===== config.mk =====
export PLATFORM = sky130hd
export DESIGN_NAME = ddr2_avl_pattern_gen_flat
export DESIGN_NICKNAME = d
export VERILOG_FILES = /design/src/rtl/ddr2_tst_pkg.sv /design/src/rtl/ddr2_avl_pattern_gen_if.sv /design/src/rtl/ddr2_pat_chk.sv /design/src/rtl/ddr2_avl_pattern_gen.sv /design/src/flat_wrapper.sv
export SDC_FILE = /design/constraint.sdc
export NUM_CORES = 1
export LEC_CHECK = 0
export ABC_AREA = 0
export CORE_AREA = 2 2 201 203
export CTS_BUF_LIST = sky130_fd_sc_hd__clkbuf_16
export DETAILED_ROUTE_END_ITERATION = 10
export DIE_AREA = 0 0 203 205
export DONT_BUFFER_PORTS = 1
export GPL_TIMING_DRIVEN = 0
export PLACE_DENSITY_LB_ADDON = 0.05
export REMOVE_ABC_BUFFERS = 1
export SLEW_MARGIN = 10
export SYNTH_ARGS = -nofsm -noshare
export SYNTH_HDL_FRONTEND = slang
export SYNTH_SLANG_ARGS = --single-unit

===== constraint.sdc =====
create_clock -name CLK -period 10.9 [get_ports CLK]
set_clock_uncertainty 0.05 [all_clocks]
set_input_delay 2.18 -clock CLK [delete_from_list [all_inputs] [get_ports CLK]]
set_output_delay 2.18 -clock CLK [all_outputs]
set_load 0.01 [all_outputs]

===== src/rtl/ddr2_tst_pkg.sv =====
// Shared definitions for the DDR2 Avalon traffic generator/checker:
// FSM encoding, default pattern seed and the address-derived data pattern.
package ddr2_tst_pkg;

    typedef enum logic [2:0] {
        ST_IDLE     = 3'd0,
        ST_WAIT_CAL = 3'd1,
        ST_WRITE    = 3'd2,
        ST_READ     = 3'd3,
        ST_DONE     = 3'd4
    } state_e;

    localparam logic [31:0] SEED_DEFAULT = 32'hA5C3_0F1E;

    // 64-bit pattern for a word address; callers truncate or zero-pad to DATA_W.
    function automatic logic [63:0] pattern64(input logic [31:0] a32, input logic [31:0] seed);
        return {seed ^ a32, ~a32};
    endfunction

endpackage


===== src/rtl/ddr2_avl_pattern_gen_if.sv =====
// Avalon-MM local interface between the pattern generator (master) and the
// DDR2 controller (slave).
interface ddr2_avl_pattern_gen_if #(
    parameter int ADDR_W = 24,
    parameter int DATA_W = 64
);
    localparam int BE_W = DATA_W / 8;

    logic              avl_ready;
    logic              avl_burstbegin;
    logic [ADDR_W-1:0] avl_addr;
    logic [DATA_W-1:0] avl_wdata;
    logic [BE_W-1:0]   avl_be;
    logic              avl_read_req;
    logic              avl_write_req;
    logic              avl_size;
    logic              avl_rdata_valid;
    logic [DATA_W-1:0] avl_rdata;

    modport master (
        input  avl_ready, avl_rdata_valid, avl_rdata,
        output avl_burstbegin, avl_addr, avl_wdata, avl_be,
               avl_read_req, avl_write_req, avl_size
    );

    modport slave (
        output avl_ready, avl_rdata_valid, avl_rdata,
        input  avl_burstbegin, avl_addr, avl_wdata, avl_be,
               avl_read_req, avl_write_req, avl_size
    );
endinterface


===== src/rtl/ddr2_pat_chk.sv =====
// Read-back checker: tracks the address of each returning beat, regenerates
// the expected pattern and counts mismatches one cycle after the beat.
module ddr2_pat_chk
    import ddr2_tst_pkg::*;
#(
    parameter int          ADDR_W = 24,
    parameter int          DATA_W = 64,
    parameter logic [31:0] SEED   = SEED_DEFAULT
) (
    input  logic              clk_i,
    input  logic              rst_n_i,
    input  logic              clear_i,
    input  logic [ADDR_W-1:0] base_i,
    input  logic              beat_i,
    input  logic [DATA_W-1:0] rdata_i,
    output logic [15:0]       err_cnt_o,
    output logic [ADDR_W-1:0] first_err_addr_o
);
    logic [ADDR_W-1:0] ret_q, ret_d;
    logic              mis_q, mis_d;
    logic [ADDR_W-1:0] mis_addr_q, mis_addr_d;
    logic [15:0]       err_q, err_d;
    logic [ADDR_W-1:0] first_q, first_d;
    logic [63:0]       pat64;
    logic [DATA_W-1:0] exp_pat;

    assign pat64 = pattern64(32'(ret_q), SEED);

    if (DATA_W <= 64) begin : g_trunc
        assign exp_pat = pat64[DATA_W-1:0];
    end else begin : g_pad
        assign exp_pat = {{(DATA_W-64){1'b0}}, pat64};
    end

    // Next state: advance return address per beat, register the compare,
    // then count it (saturating) and keep only the first failing address.
    always_comb begin
        ret_d      = ret_q;
        mis_d      = 1'b0;
        mis_addr_d = mis_addr_q;
        err_d      = err_q;
        first_d    = first_q;
        if (clear_i) begin
            ret_d      = base_i;
            mis_addr_d = '0;
            err_d      = '0;
            first_d    = '0;
        end else begin
            if (beat_i) begin
                ret_d      = ret_q + ADDR_W'(1);
                mis_d      = (rdata_i != exp_pat);
                mis_addr_d = ret_q;
            end
            if (mis_q && err_q != 16'hFFFF) begin
                err_d = err_q + 16'd1;
            end
            if (mis_q && err_q == 16'd0) begin
                first_d = mis_addr_q;
            end
        end
    end

    // Checker state registers.
    always_ff @(posedge clk_i or negedge rst_n_i) begin
        if (!rst_n_i) begin
            ret_q      <= '0;
            mis_q      <= 1'b0;
            mis_addr_q <= '0;
            err_q      <= '0;
            first_q    <= '0;
        end else begin
            ret_q      <= ret_d;
            mis_q      <= mis_d;
            mis_addr_q <= mis_addr_d;
            err_q      <= err_d;
            first_q    <= first_d;
        end
    end

    assign err_cnt_o        = err_q;
    assign first_err_addr_o = first_q;
endmodule


===== src/rtl/ddr2_avl_pattern_gen.sv =====
// DDR2 Avalon-MM traffic generator: after calibration writes an
// address-derived pattern over [base, base+len), reads it back with up to
// MAX_OUT reads in flight and reports pass/fail.
//
// state    | meaning
// IDLE     | waiting for start after reset
// WAIT_CAL | run latched, waiting on controller calibration result
// WRITE    | one write per accepted beat over the region
// READ     | pipelined reads, throttled by outstanding count
// DONE     | result valid, held until the next start
module ddr2_avl_pattern_gen
    import ddr2_tst_pkg::*;
#(
    parameter int          ADDR_W  = 24,
    parameter int          DATA_W  = 64,
    parameter int          BE_W    = DATA_W / 8,
    parameter int          MAX_OUT = 8,
    parameter logic [31:0] SEED    = SEED_DEFAULT
) (
    input  logic                          CLK,
    input  logic                          nRST,
    input  logic                          start,
    input  logic [ADDR_W-1:0]             base_addr,
    input  logic [ADDR_W-1:0]             len,
    input  logic                          local_cal_success,
    input  logic                          local_cal_fail,
    ddr2_avl_pattern_gen_if.master        avl,
    output logic                          busy,
    output logic                          test_done,
    output logic                          test_pass,
    output logic [15:0]                   err_cnt,
    output logic [ADDR_W-1:0]             first_err_addr
);
    localparam int                OUT_W     = $clog2(MAX_OUT) + 1;
    localparam logic [OUT_W-1:0]  MAX_OUT_C = OUT_W'(MAX_OUT);

    state_e            state_q, state_d;
    logic [ADDR_W-1:0] base_q, base_d;
    logic [ADDR_W-1:0] len_q, len_d;
    logic [ADDR_W-1:0] addr_q, addr_d;
    logic [ADDR_W-1:0] cnt_q, cnt_d;
    logic [OUT_W-1:0]  out_q, out_d;
    logic              cal_fail_q, cal_fail_d;
    logic              fresh_q, fresh_d;

    logic              start_acc;
    logic              wr_req, rd_req, wr_acc, rd_acc, rd_beat, wr_last;
    logic [63:0]       pat64;
    logic [DATA_W-1:0] wpat;

    assign start_acc = start && (state_q == ST_IDLE || state_q == ST_DONE);
    assign wr_req    = (state_q == ST_WRITE);
    // Throttle condition cannot drop while a read is stalled: outstanding
    // only grows on acceptance, issued count only on acceptance.
    assign rd_req    = (state_q == ST_READ) && (out_q < MAX_OUT_C) && (cnt_q < len_q);
    assign wr_acc    = wr_req && avl.avl_ready;
    assign rd_acc    = rd_req && avl.avl_ready;
    assign rd_beat   = (state_q == ST_READ) && avl.avl_rdata_valid;
    assign wr_last   = (cnt_q == (len_q - ADDR_W'(1)));

    assign pat64 = pattern64(32'(addr_q), SEED);

    if (DATA_W <= 64) begin : g_trunc
        assign wpat = pat64[DATA_W-1:0];
    end else begin : g_pad
        assign wpat = {{(DATA_W-64){1'b0}}, pat64};
    end

    // FSM state register.
    always_ff @(posedge CLK or negedge nRST) begin
        if (!nRST) state_q <= ST_IDLE;
        else       state_q <= state_d;
    end

    // FSM next-state logic.
    always_comb begin
        state_d = state_q;
        unique case (state_q)
            ST_IDLE:     if (start) state_d = ST_WAIT_CAL;
            ST_WAIT_CAL: begin
                if (local_cal_fail)         state_d = ST_DONE;
                else if (local_cal_success) state_d = (len_q == '0) ? ST_DONE : ST_WRITE;
            end
            ST_WRITE:    if (wr_acc && wr_last) state_d = ST_READ;
            ST_READ:     if (cnt_q == len_q && out_q == '0) state_d = ST_DONE;
            ST_DONE:     if (start) state_d = ST_WAIT_CAL;
            default:     state_d = ST_IDLE;
        endcase
    end

    // FSM / bus outputs; write data is only driven while a write is presented.
    always_comb begin
        avl.avl_write_req  = wr_req;
        avl.avl_read_req   = rd_req;
        avl.avl_burstbegin = (wr_req || rd_req) && fresh_q;
        avl.avl_addr       = addr_q;
        avl.avl_wdata      = wr_req ? wpat : '0;
        avl.avl_be         = {BE_W{1'b1}};
        avl.avl_size       = 1'b1;
        busy               = (state_q == ST_WAIT_CAL) || (state_q == ST_WRITE) ||
                             (state_q == ST_READ);
        test_done          = (state_q == ST_DONE);
        test_pass          = (state_q == ST_DONE) && !cal_fail_q && (err_cnt == 16'd0);
    end

    // Datapath next state: command address, per-phase beat count,
    // outstanding reads and the burstbegin "new command" flag.
    always_comb begin
        base_d     = base_q;
        len_d      = len_q;
        addr_d     = addr_q;
        cnt_d      = cnt_q;
        out_d      = out_q;
        cal_fail_d = cal_fail_q;
        // Next presented command is new unless this one is stalling.
        fresh_d    = !((wr_req || rd_req) && !avl.avl_ready);
        if (start_acc) begin
            base_d     = base_addr;
            len_d      = len;
            addr_d     = base_addr;
            cnt_d      = '0;
            out_d      = '0;
            cal_fail_d = 1'b0;
        end else begin
            if (state_q == ST_WAIT_CAL && local_cal_fail) cal_fail_d = 1'b1;
            if (wr_acc) begin
                if (wr_last) begin
                    addr_d = base_q;
                    cnt_d  = '0;
                end else begin
                    addr_d = addr_q + ADDR_W'(1);
                    cnt_d  = cnt_q + ADDR_W'(1);
                end
            end
            if (rd_acc) begin
                addr_d = addr_q + ADDR_W'(1);
                cnt_d  = cnt_q + ADDR_W'(1);
            end
            if (state_q == ST_READ) begin
                unique case ({rd_acc, rd_beat})
                    2'b10:   out_d = out_q + OUT_W'(1);
                    2'b01:   if (out_q != '0) out_d = out_q - OUT_W'(1);
                    default: out_d = out_q;
                endcase
            end
        end
    end

    // Datapath registers.
    always_ff @(posedge CLK or negedge nRST) begin
        if (!nRST) begin
            base_q     <= '0;
            len_q      <= '0;
            addr_q     <= '0;
            cnt_q      <= '0;
            out_q      <= '0;
            cal_fail_q <= 1'b0;
            fresh_q    <= 1'b1;
        end else begin
            base_q     <= base_d;
            len_q      <= len_d;
            addr_q     <= addr_d;
            cnt_q      <= cnt_d;
            out_q      <= out_d;
            cal_fail_q <= cal_fail_d;
            fresh_q    <= fresh_d;
        end
    end

    ddr2_pat_chk #(
        .ADDR_W (ADDR_W),
        .DATA_W (DATA_W),
        .SEED   (SEED)
    ) u_chk (
        .clk_i            (CLK),
        .rst_n_i          (nRST),
        .clear_i          (start_acc),
        .base_i           (base_addr),
        .beat_i           (rd_beat),
        .rdata_i          (avl.avl_rdata),
        .err_cnt_o        (err_cnt),
        .first_err_addr_o (first_err_addr)
    );
endmodule


===== src/flat_wrapper.sv =====
// flat-port wrapper written by rule: the top's interface ports become plain ports
module ddr2_avl_pattern_gen_flat import ddr2_tst_pkg::*;
#(
    parameter int          ADDR_W  = 24,
    parameter int          DATA_W  = 64,
    parameter int          BE_W    = DATA_W / 8,
    parameter int          MAX_OUT = 8,
    parameter logic [31:0] SEED    = SEED_DEFAULT
)
  (CLK, nRST, start, base_addr, len, local_cal_success, local_cal_fail, busy, test_done, test_pass, err_cnt, first_err_addr, avl_avl_ready, avl_avl_rdata_valid, avl_avl_rdata, avl_avl_burstbegin, avl_avl_addr, avl_avl_wdata, avl_avl_be, avl_avl_read_req, avl_avl_write_req, avl_avl_size);
  ddr2_avl_pattern_gen_if #(.ADDR_W(ADDR_W), .DATA_W(DATA_W)) avl_i ();
  input  logic CLK;
  input  logic nRST;
  input  logic start;
  input  logic [ADDR_W-1:0] base_addr;
  input  logic [ADDR_W-1:0] len;
  input  logic local_cal_success;
  input  logic local_cal_fail;
  output logic busy;
  output logic test_done;
  output logic test_pass;
  output logic [15:0] err_cnt;
  output logic [ADDR_W-1:0] first_err_addr;
  input wire logic [$bits(avl_i.avl_ready)-1:0] avl_avl_ready;
  input wire logic [$bits(avl_i.avl_rdata_valid)-1:0] avl_avl_rdata_valid;
  input wire logic [$bits(avl_i.avl_rdata)-1:0] avl_avl_rdata;
  output wire logic [$bits(avl_i.avl_burstbegin)-1:0] avl_avl_burstbegin;
  output wire logic [$bits(avl_i.avl_addr)-1:0] avl_avl_addr;
  output wire logic [$bits(avl_i.avl_wdata)-1:0] avl_avl_wdata;
  output wire logic [$bits(avl_i.avl_be)-1:0] avl_avl_be;
  output wire logic [$bits(avl_i.avl_read_req)-1:0] avl_avl_read_req;
  output wire logic [$bits(avl_i.avl_write_req)-1:0] avl_avl_write_req;
  output wire logic [$bits(avl_i.avl_size)-1:0] avl_avl_size;
  assign avl_i.avl_ready = avl_avl_ready;
  assign avl_i.avl_rdata_valid = avl_avl_rdata_valid;
  assign avl_i.avl_rdata = avl_avl_rdata;
  assign avl_avl_burstbegin = avl_i.avl_burstbegin;
  assign avl_avl_addr = avl_i.avl_addr;
  assign avl_avl_wdata = avl_i.avl_wdata;
  assign avl_avl_be = avl_i.avl_be;
  assign avl_avl_read_req = avl_i.avl_read_req;
  assign avl_avl_write_req = avl_i.avl_write_req;
  assign avl_avl_size = avl_i.avl_size;
  ddr2_avl_pattern_gen #(.ADDR_W(ADDR_W), .DATA_W(DATA_W), .BE_W(BE_W), .MAX_OUT(MAX_OUT), .SEED(SEED)) u_core (.CLK(CLK), .nRST(nRST), .start(start), .base_addr(base_addr), .len(len), .local_cal_success(local_cal_success), .local_cal_fail(local_cal_fail), .avl(avl_i), .busy(busy), .test_done(test_done), .test_pass(test_pass), .err_cnt(err_cnt), .first_err_addr(first_err_addr));
endmodule

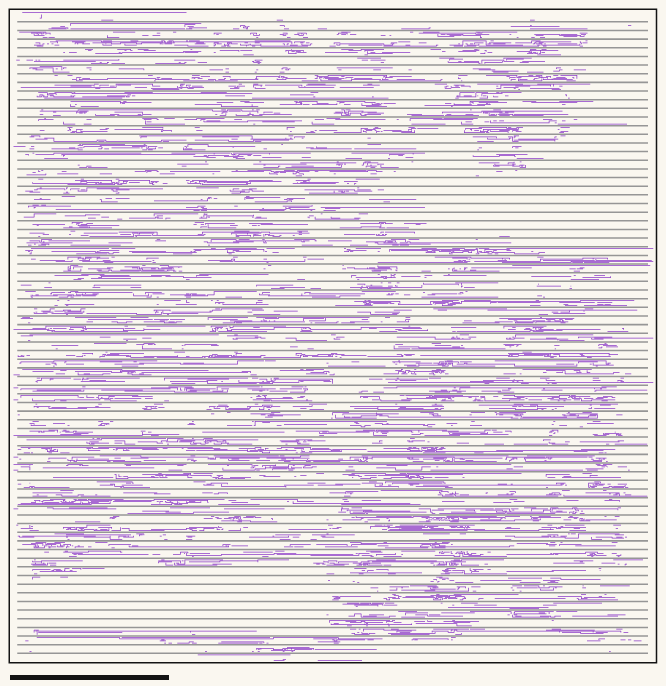
Figure 1: met1 routing.
The bar under the picture is 50 um long. Supply wires on this layer in gray.
nets with wire on the layer: 1308
wire length on this layer: 17300 um
longest straight run: 83.3 um
main direction: horizontal
share of all routed wire: 45%
routed via count: 9114
GR Layer Usage met1: 23.85%

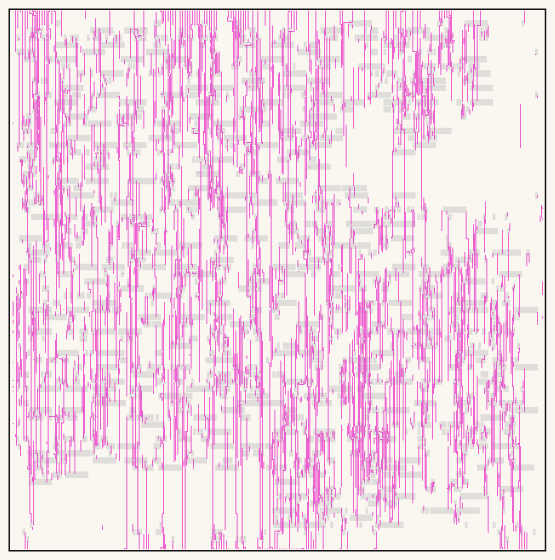
Figure 2: met2 routing.
Cells faint in the background.
nets with wire on the layer: 1123
wire length on this layer: 18900 um

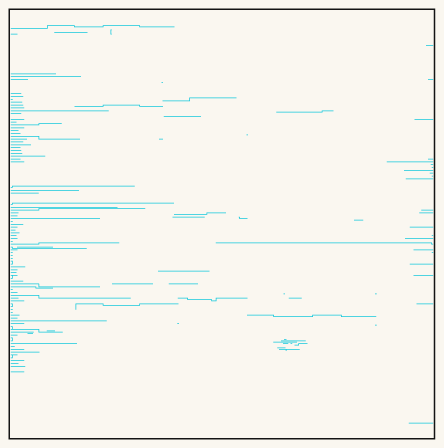
Figure 3: signal wires on met3.
nets with wire on the layer: 123
share of all routed wire: 5.0%
longest straight run: 103 um
met3 Use GR: 4.741%
final wirelength: 38.44 mm

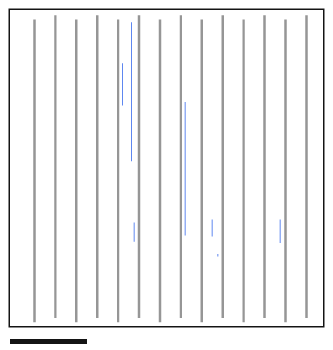
Figure 4: M4 wires.
The bar under the picture is 50 um long. Supply wires on this layer in gray.
wire length on this layer: 243 um
main direction: vertical
nets with wire on the layer: 3
longest straight run: 89.8 um

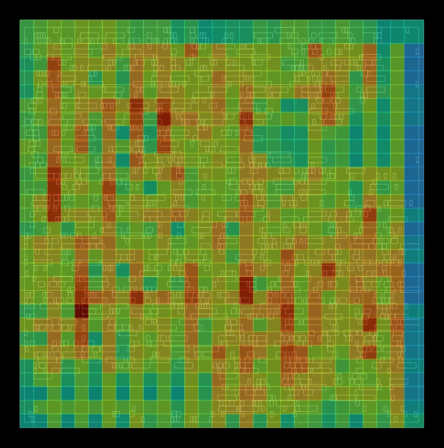
Figure 5: routing congestion map.
met2 Resource Use GR: 31.89%
GRT Total Usage: 18.61%

[per-stage QoR]
stage               total power [W]  instances  worst slack, ns  instance area (um2)
floorplan                  0.001914       1239            5.145                11170
global placement           0.002307       1764            1.848                11830
detailed placement         0.002331       1772            5.013                11990
CTS                        0.003049       1804            4.503                12620
global route               0.003221       1804            3.997                12620
finish                     0.002995       1804            4.363                12620
[layer usage]
metal,vias up,wire (um)
met2,175,18930
met4,0,242
li1,4456,-
met1,4463,17340
met5,-,0
met3,20,1928
[worst paths after layout]
path,cells past startpoint,slack [ns],end
max in group asynchronous,0,9.12,u_core.u_chk.first_err_addr_o[13]$_DFFE_PN0P_
hold reg to reg,2,0.43,u_core.base_q[21]$_DFFE_PN0P_
setup reg to reg,5,5.76,u_core.avl.avl_addr[23]$_DFFE_PN0P_
hold / removal,2,0.43,u_core.base_q[21]$_DFFE_PN0P_
min in group asynchronous,0,1.36,u_core.len_q[13]$_DFFE_PN0P_
setup / recovery,4,4.36,avl_avl_burstbegin
[flip-flops by register name, indices dropped and copies added (netlist names)]
| signal | cells |
|---|---|
| u_core.len_q | 24 |
| u_core.avl.avl_addr | 24 |
| u_core.cal_fail_q | 1 |
| u_core.u_chk.first_err_addr_o | 24 |
| u_core.u_chk.err_cnt_o | 16 |
| u_core.base_q | 24 |
| u_core.u_chk.ret_q | 24 |
| u_core.state_q | 3 |
| u_core.out_q | 4 |
| u_core.fresh_q | 1 |
| u_core.u_chk.mis_addr_q | 24 |
| u_core.cnt_q | 24 |
| u_core.u_chk.mis_q | 1 |
[layout by cell type, fill, tap and decap left out, types with 38 or more instances in the layout]
cell     netlist  routed
nand2_1      215     214
dfrtp_1      193     193
nor2_1       123     121
o21ai_0       81      81
xnor2_1       68      68
xor2_1        55      55
nand3_1       47      46
a21oi_1       46      45
inv_1         40      38
==> deck_impl_summary.md <==
Run Summary

Power and ir drop
  • Internal: 0.001718 W
  • Switch Pwr: 0.001278 W
  • PwrDens: 237.4 nW/um2
  • Seq group: 0.00130 W
  • Combinational Power Share: 33.2%
  • Clock group: 0.000704 W
  • Net Sw Frac: 42.66%
  • Peak supply drop: 0.1051 mV
  • Comb power: 0.000995 W
  • Clock share of power: 23.5%
  • Seq pwr share: 43.3%
  • Pwr top: registers
  • LEAKAGE: 5.597 nW

Finish
  • CLK BUF: 17
  • Dominant kind of cell: combinational gates
  • Util after Layout: 32.05%
  • Buffers outside the clock class: 8
  • Comb. cell area: 6190 um2
  • Register area: 4856 um2
  • Inverters, non-clock: 41
  • N_diodes: 0
  • Nets: 1420
  • Flop share of the area: 38.49%
  • Fillcell total: 4178
  • Multi-input comb cells: 1004
  • Layout cell share with drive strength beyond 1: 4.848%
  • Clock-cell share: 4.979%
  • Logic share of the area: 49.06%

Floorplan
  • Full die area: 41620 um2
  • Number of well taps: 525
  • Row Count: 73
  • Core Region: 39370 um2
  • Die height: 205 um
  • Io pins: 262
  • Init Core Util: 29.66%
  • Die width: 203 um

Worst hold path
  • Hold Path Class: reg2reg
  • Hold wc startpoint: u_core.base_q[21]$_DFFE_PN0P_

Routing
  • Routed Antenna Nets: 0
  • DR WL/cell: 21.31 um
  • # DRC: 0
  • Drt via density: 5.052
  • Initial DRC count: 422
  • Drt pass-1 iters: 5

GRT
  • Pin count of the biggest net entering global routing: 195
  • GRT busiest layer: met2
  • Total grt overflow: 0
  • Initial antenna violation count: 1
  • Number of global-route vias before repair: 9323

Synth
  • Register area share after synthesis: 41.59%
  • Yosys simple share: 25.15%
  • Synth Flop Type: dfrtp_1
  • YS chip area: 11670 um2
  • Count leader, synth: nand2_1
  • Top cells by count, synth: 215 x nand2_1, 193 x dfrtp_1, 123 x nor2_1
  • Xor+xnor area frac: 9.431%
  • Fa+ha+maj area frac: 3.751%
  • Post-synth EDFFs: 0
  • Aoi share: 11.07%
  • Mapped Area: 11670 um2
  • Ys async rst share: 100.0%
  • Area share, top type: 41.37%
  • Synth cell types: 75
  • Post-synth top area cell: dfrtp_1
  • Yosys reg bits: 194
  • Ys cells: 1330
  • Synth Area per Inst: 8.778 um2
  • Gate Count Post-Synth: 1330
  • Mux area share: 2.936%
  • Largest logic family: simple AND/OR/NAND/NOR gates

STA
  • RSZ-0062 raised after global routing: false
  • TNS Setup: 0 ns
  • Period utilization: 59.97%
  • Slew @ Worst Pin: 1.208 ns
  • Final hold viol count: 0
  • Min Hold Slack: 0.4277 ns
  • Rel. slew slack: 18.94%
  • Max Slew Vio Count: 0
  • Min Clock Period, post-route: 6.537 ns

Placed design
  • Port Buf Inserts: 0
  • Placer Congestion: 0.7680

Clocking
  • Postcts setup bufs: 0
  • Clk sinks: 194
  • CTS tree: built
  • Post-CTS Hold Fix Bufs: 0
  • CTS buffer count: 17
  • Late-Pin Clk Latency: 0.46 ns
  • Max Root-Sink Buffers: 2
  • Clk pin slew, worst setup/hold paths: 0.07 ns

Worst setup path
  • CP Max Fanout: 25
  • Critical path buffers and inverters: 1
  • CP Cell Sequence: nand2_1 > clkinv_1 > a21oi_2 > nor2b_1
  • Critical path arrival: 4.31 ns
  • Crit path launch type: flip-flop
  • Reg-to-Reg Start: u_core.state_q[1]$_DFFE_PN0P_
  • CP Class: reg2out
  • Family with the most delay on the worst path: buffers and inverters
  • CP Capture Type: primary output
  • Slowest CP cell: clkinv_1
  • Critical path data required time: 8.67 ns
  • CP peak stage delay: 1.25 ns
  • Critical path startpoint: u_core.state_q[1]$_DFFE_PN0P_

Job
  • Count of tool warnings: 30

Status
  • Run status: completed
No activity file was given, so power comes from the tool's default toggle rates.
